Fig. 1: local utilization
(4 px per um) 9 x 9 tiles, from dark blue (low) to red (high), 0 to 100% covered.
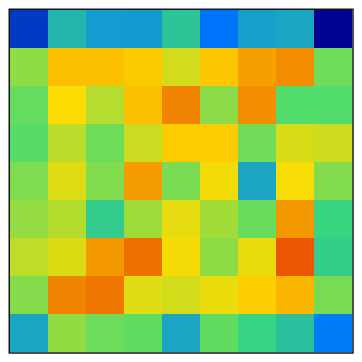
Fig. 2: wires at chosen ports, followed through buffers
(3 px per um)
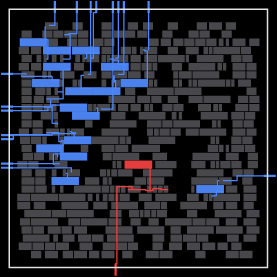
Fig. 3: routing congestion
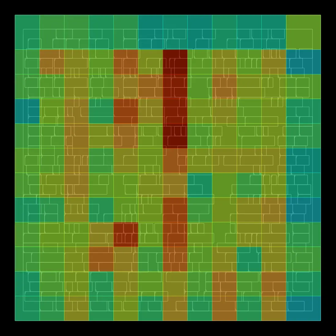
`src/rtl/mem_port_arbiter.sv`:
```
// Shares the single LC-3b memory port between the instruction-fetch (I) and data-access (D) sides.
// Optional macro ARB_DATA_PRIORITY_EN: D always wins simultaneous requests instead of round-robin.
`timescale 1ns/1ps
module mem_port_arbiter (
  input  logic        clk,
  input  logic        rst_n,
  input  logic        i_read,
  input  logic        i_write,
  input  logic [1:0]  i_byte_enable,
  input  logic [15:0] i_address,
  input  logic [15:0] i_wdata,
  output logic        i_resp,
  output logic [15:0] i_rdata,
  input  logic        d_read,
  input  logic        d_write,
  input  logic [1:0]  d_byte_enable,
  input  logic [15:0] d_address,
  input  logic [15:0] d_wdata,
  output logic        d_resp,
  output logic [15:0] d_rdata,
  output logic        mem_read,
  output logic        mem_write,
  output logic [1:0]  mem_byte_enable,
  output logic [15:0] mem_address,
  output logic [15:0] mem_wdata,
  input  logic        mem_resp,
  input  logic [15:0] mem_rdata
);

  typedef enum logic [1:0] {IDLE, BUSY, DONE} state_t;
  typedef enum logic {SIDE_I, SIDE_D} side_t;

  state_t      state;
  side_t       owner;
  side_t       last;
  logic [15:0] rdata;

  logic        i_req;
  logic        d_req;
  logic        grant_d;
  logic        sel_write;
  logic [1:0]  sel_be;
  logic [15:0] sel_addr;
  logic [15:0] sel_wdata;

  always_comb begin
    i_req = i_read | i_write;
    d_req = d_read | d_write;
`ifdef ARB_DATA_PRIORITY_EN
    grant_d = d_req;
`else
    grant_d = d_req & (~i_req | (last == SIDE_I));
`endif
    // Write dominates when a side raises read and write together.
    if (grant_d) begin
      sel_write = d_write;
      sel_be    = d_byte_enable;
      sel_addr  = d_address;
      sel_wdata = d_wdata;
    end else begin
      sel_write = i_write;
      sel_be    = i_byte_enable;
      sel_addr  = i_address;
      sel_wdata = i_wdata;
    end
  end

  always_ff @(posedge clk or negedge rst_n) begin
    if (!rst_n) begin
      state           <= IDLE;
      owner           <= SIDE_I;
      last            <= SIDE_D;
      mem_read        <= 1'b0;
      mem_write       <= 1'b0;
      mem_byte_enable <= '0;
      mem_address     <= '0;
      mem_wdata       <= '0;
      i_resp          <= 1'b0;
      d_resp          <= 1'b0;
      rdata           <= '0;
    end else begin
      case (state)
        IDLE: begin
          if (i_req | d_req) begin
            owner           <= grant_d ? SIDE_D : SIDE_I;
            mem_address     <= sel_addr;
            mem_wdata       <= sel_wdata;
            mem_write       <= sel_write;
            mem_read        <= ~sel_write;
            mem_byte_enable <= sel_write ? sel_be : 2'b11;
            state           <= BUSY;
          end
        end
        BUSY: begin
          if (mem_resp) begin
            rdata     <= mem_rdata;
            mem_read  <= 1'b0;
            mem_write <= 1'b0;
            last      <= owner;
            i_resp    <= (owner == SIDE_I);
            d_resp    <= (owner == SIDE_D);
            state     <= DONE;
          end
        end
        DONE: begin
          i_resp <= 1'b0;
          d_resp <= 1'b0;
          state  <= IDLE;
        end
        default: state <= IDLE;
      endcase
    end
  end

  assign i_rdata = rdata;
  assign d_rdata = rdata;

endmodule

```
`config.mk`:
```
export PLATFORM = sky130hd
export DESIGN_NAME = mem_port_arbiter
export DESIGN_NICKNAME = d
export VERILOG_FILES = /design/src/rtl/mem_port_arbiter.sv
export SDC_FILE = /design/constraint.sdc
export NUM_CORES = 1
export LEC_CHECK = 0
export CORE_MARGIN = 2
export CORE_UTILIZATION = 40
export CTS_CLUSTER_DIAMETER = 150
export DETAILED_ROUTE_END_ITERATION = 10
export PLACE_DENSITY_LB_ADDON = 0.15
export SETUP_SLACK_MARGIN = 0.5
export SKIP_CTS_REPAIR_TIMING = 1
export SLEW_MARGIN = 20
export SYNTH_ARGS = -nofsm -noshare
export SYNTH_HDL_FRONTEND = slang
export SYNTH_SLANG_ARGS = --single-unit
export TNS_END_PERCENT = 100
```
`constraint.sdc`:
```
create_clock -name clk -period 2.2 [get_ports clk]
set_input_delay 0.22 -clock clk [delete_from_list [all_inputs] [get_ports clk]]
set_output_delay 0.22 -clock clk [all_outputs]
set_load 0.05 [all_outputs]
```
==> flow_metrics.rpt <==
PHYSICAL IMPLEMENTATION REPORT
----------------------------------------------------
[Yosys]
  Syn Nets ........................ 325
  AND/OR/NAND/NOR Cells, Area Fraction ........................ 0.0705
  Cell taking the most area after synthesis ........................ dfrtp_1
  Post-synthesis adder-cell area fraction ........................ 0
  Most repeated cell in the gate-level netlist after synthesis ........................ dfrtp_1
  Yosys warns ........................ 0
  Top area cells in the synthesized netlist ........................ dfrtp_1 54%, mux2i_1 13%, mux2_2 7.2%
  Sequential area share after synthesis ........................ 0.546
  Yosys cell count ........................ 234
  Cell count after synthesis ........................ 234
  AND-OR/OR-AND share of the synthesized area ........................ 0.103
  Main logic family ........................ multiplexers
  MUX share of area ........................ 0.200
  Count of different cell masters after synthesis ........................ 23
  Post-synthesis instance area ........................ 0.00266 mm2
  Post-Syn Area per Cell ........................ 11.4 um2
  Number of synthesized register bits ........................ 58
  Post-synth area from yosys stat ........................ 0.00266 mm2
  Top-area cell share ........................ 0.536
  Number of flops mapped to enable cells by yosys ........................ 0
  Top cells by instance count after synthesis ........................ 57 x dfrtp_1, 38 x o21ai_0, 34 x mux2i_1, 34 x nand2_1
  Most used flip-flop cell ........................ dfrtp_1
  XOR/XNOR share of the synthesized area ........................ 0
  Async set-or-reset flop fraction in the synthesized netlist ........................ 1.00

[Layout]
  Final std cell area, no fill ........................ 0.00459 mm2
  Antenna diode count ........................ 0
  Ratio of cells with drive above 1 in the final layout ........................ 0.109
  Number of nets in the final layout ........................ 473
  # fillers ........................ 483
  Final Non-Filler Cells ........................ 464
  Area growth syn-to-layout ........................ 72.5%

[GRT]
  Initial antenna violation count ........................ 0
  Number of global-route vias before repair ........................ 2189
  Pin count of the biggest net entering global routing ........................ 73
  Remaining global-route overflow ........................ 0
  Wire length of the first global-routing pass ........................ 10300 um
  Overall track demand over capacity in global routing ........................ 0.182

[Clocking]
  Number of CTS-inserted buffers ........................ 9
  Clk Tree Root Cell ........................ clkbuf_8
  H-tree level count ........................ 3
  Clock insertion delay at the later pin of the skew report ........................ 0.33 ns
  Clock slew seen by the registers of the worst setup and hold paths ........................ 0.06 ns
  TritonCTS clock tree ........................ built
  CTS sink cnt ........................ 58
  Buffers from clock root to sink, at most ........................ 2

[Power and ir drop]
  Part of the power in registers ........................ 0.248
  Power in sequential cells ........................ 1.89 mW
  Clock network fraction of total power ........................ 0.108
  Pwr/cell area ........................ 1660 mW/mm2
  P_sw ........................ 3.90 mW
  P_int ........................ 3.73 mW
  Reported clock group power ........................ 0.820 mW
  Net switching fraction of the power ........................ 0.511
  Power in combinational cells ........................ 4.91 mW
  Combinational Power Share ........................ 0.644
  Static power due to leakage ........................ 2.62 nW
  Worst vdd ir ........................ 1260 uV
  Final Total Pwr ........................ 7.63 mW
  Main power group ........................ combinational logic

[Final timing]
  Worst Tran Pin Value ........................ 0.544 ns
  Finish-stage setup viols ........................ 0
  Worst hold slack ........................ 0.396 ns
  Cycle use final ........................ 0.780
  Final number of hold-violating endpoints ........................ 0
  Final max-slew violation count ........................ 0
  RSZ-0062 raised after global routing ........................ true
  Worst slew margin relative to its limit ........................ 0.637
  Post-layout worst setup margin ........................ 0.484 ns
  Minimum clock period ........................ 1.72 ns
  Setup TNS ........................ 0 ns
  Max frequency ........................ 583 MHz
  Skew final ........................ 0.00627 ns

[Floorplanning]
  Die span in y ........................ 85.6 um
  Chip footprint ........................ 0.00732 mm2
  Row count ........................ 29
  Horizontal die size ........................ 85.6 um

[Place]
  Dpl cell area ........................ 0.00422 mm2
  RePlAce Congestion ........................ 0.760
  Estimated wirelength of the detail-placed design ........................ 4830 um
  Setup WS pre-CTS ........................ 0.295 ns
  Cell total after placement ........................ 446

[Critical path]
  Endpoint class of the critical path ........................ output pin
  Delay contributed by the slowest stage of the critical path ........................ 0.81 ns
  Start point of the critical path ........................ d_rdata[3]
  Cell-by-cell listing of the critical path ........................ clkdlybuf4s50_1
  Data arrival at the endpoint of the critical path ........................ 1.50 ns
  Data required time of the critical path ........................ 1.98 ns
  Capture point of the critical path ........................ i_rdata[3]
  Startpoint type of the worst setup path ........................ flip-flop
  Crit Path Max Fanout ........................ 3
  FF-to-FF path depth ........................ 3
  Library cell contributing the largest single delay on the critical path ........................ clkdlybuf4s50_1
  Critical path class ........................ flip-flop to output pin
  Gate family responsible for the most delay along the worst path ........................ buffers and inverters
  CP bufs+invs ........................ 1
  Number of logic stages on the critical path including buffering ........................ 1
  Reg2reg start ........................ state[1]
  Register-to-Register Setup Slack ........................ 0.63 ns
  Endpoint of the lowest-slack register-to-register path ........................ d_rdata[15]

[Run]
  Number of warning messages in the logs ........................ 27
  Max Cap Violations ........................ 0

[Min path]
  Path category of the worst min-delay check ........................ input port to asynchronous set/reset pin

[Routing]
  Routed Antenna Nets ........................ 0
  Number of iterations in the first detailed-routing pass ........................ 4
  Routed met2 length ........................ 3380 um
  Post-DR vias/cell ........................ 4.74
  Detailed-route via count ........................ 2199
  DRC violation count after routing ........................ 0
  Uppermost metal layer occupied by signal nets ........................ met4
  Met1 routed wirelength after detailed routing ........................ 2580 um
  Met3 wire length ........................ 616 um
  First DRT Iteration DRCs ........................ 62
  Post-detailed-routing wire length ........................ 6670 um

[Run status]
  Status ........................ complete, no violations

----------------------------------------------------
## Picture notes: Fig. 1
nearly empty tiles: 1.2%
tiles over 75% full: 25%
mean over tiles: 61%
fullest tile: 90%
post-layout util: 0.719
core region area: 0.00639 mm2
effective utilization at floorplan: 0.417

## Picture notes: Fig. 2
| colour | port | bits | direction | edge | end cells | buffers | wire |
|---|---|---|---|---|---|---|---|
| red | `mem_read` | 1 | output | south | 1 | 1 | 55.5 um |
| blue | `mem_wdata` | 16 | output | 8 north, 7 west, 1 east | 16 | 16 | 447 um |
ports placed on the boundary: 161
I/O Buffers: 160

## Picture notes: Fig. 3
global-route met1 utilization: 0.215
met2 demand-to-capacity share in global routing: 0.295
most used routing layer in global routing: met2
global routing usage on met3: 0.0780
wire per inst: 14.4 um

==> layout by cell type, fill, tap and decap left out, types with 2 or more instances in the layout <==
cell	count
clkdlybuf4s50_1	91
dlymetal6s2s_1	68
dfrtp_1	57
o21ai_0	37
mux2i_1	34
nand2_1	34
mux2_2	17
clkbuf_8	10
a21oi_1	5
inv_1	3
nand3_1	3
clkbuf_1	3
clkinv_2	3
nor2_1	2
nand2b_1	2
nor2b_1	2
buf_12	2
buf_4	2
==> cell type report <==
class,count,area (um2),area share
repair buffers,166,1860,0.404
clock inverters,3,15.0,0.00327
well taps,77,96.3,0.0210
clock buffers,13,149,0.0324
flip-flops and latches,58,1450,0.316
multi-input cells,144,1010,0.220
inverters,3,11.3,0.00245
No activity file was given, so power comes from the tool's default toggle rates.
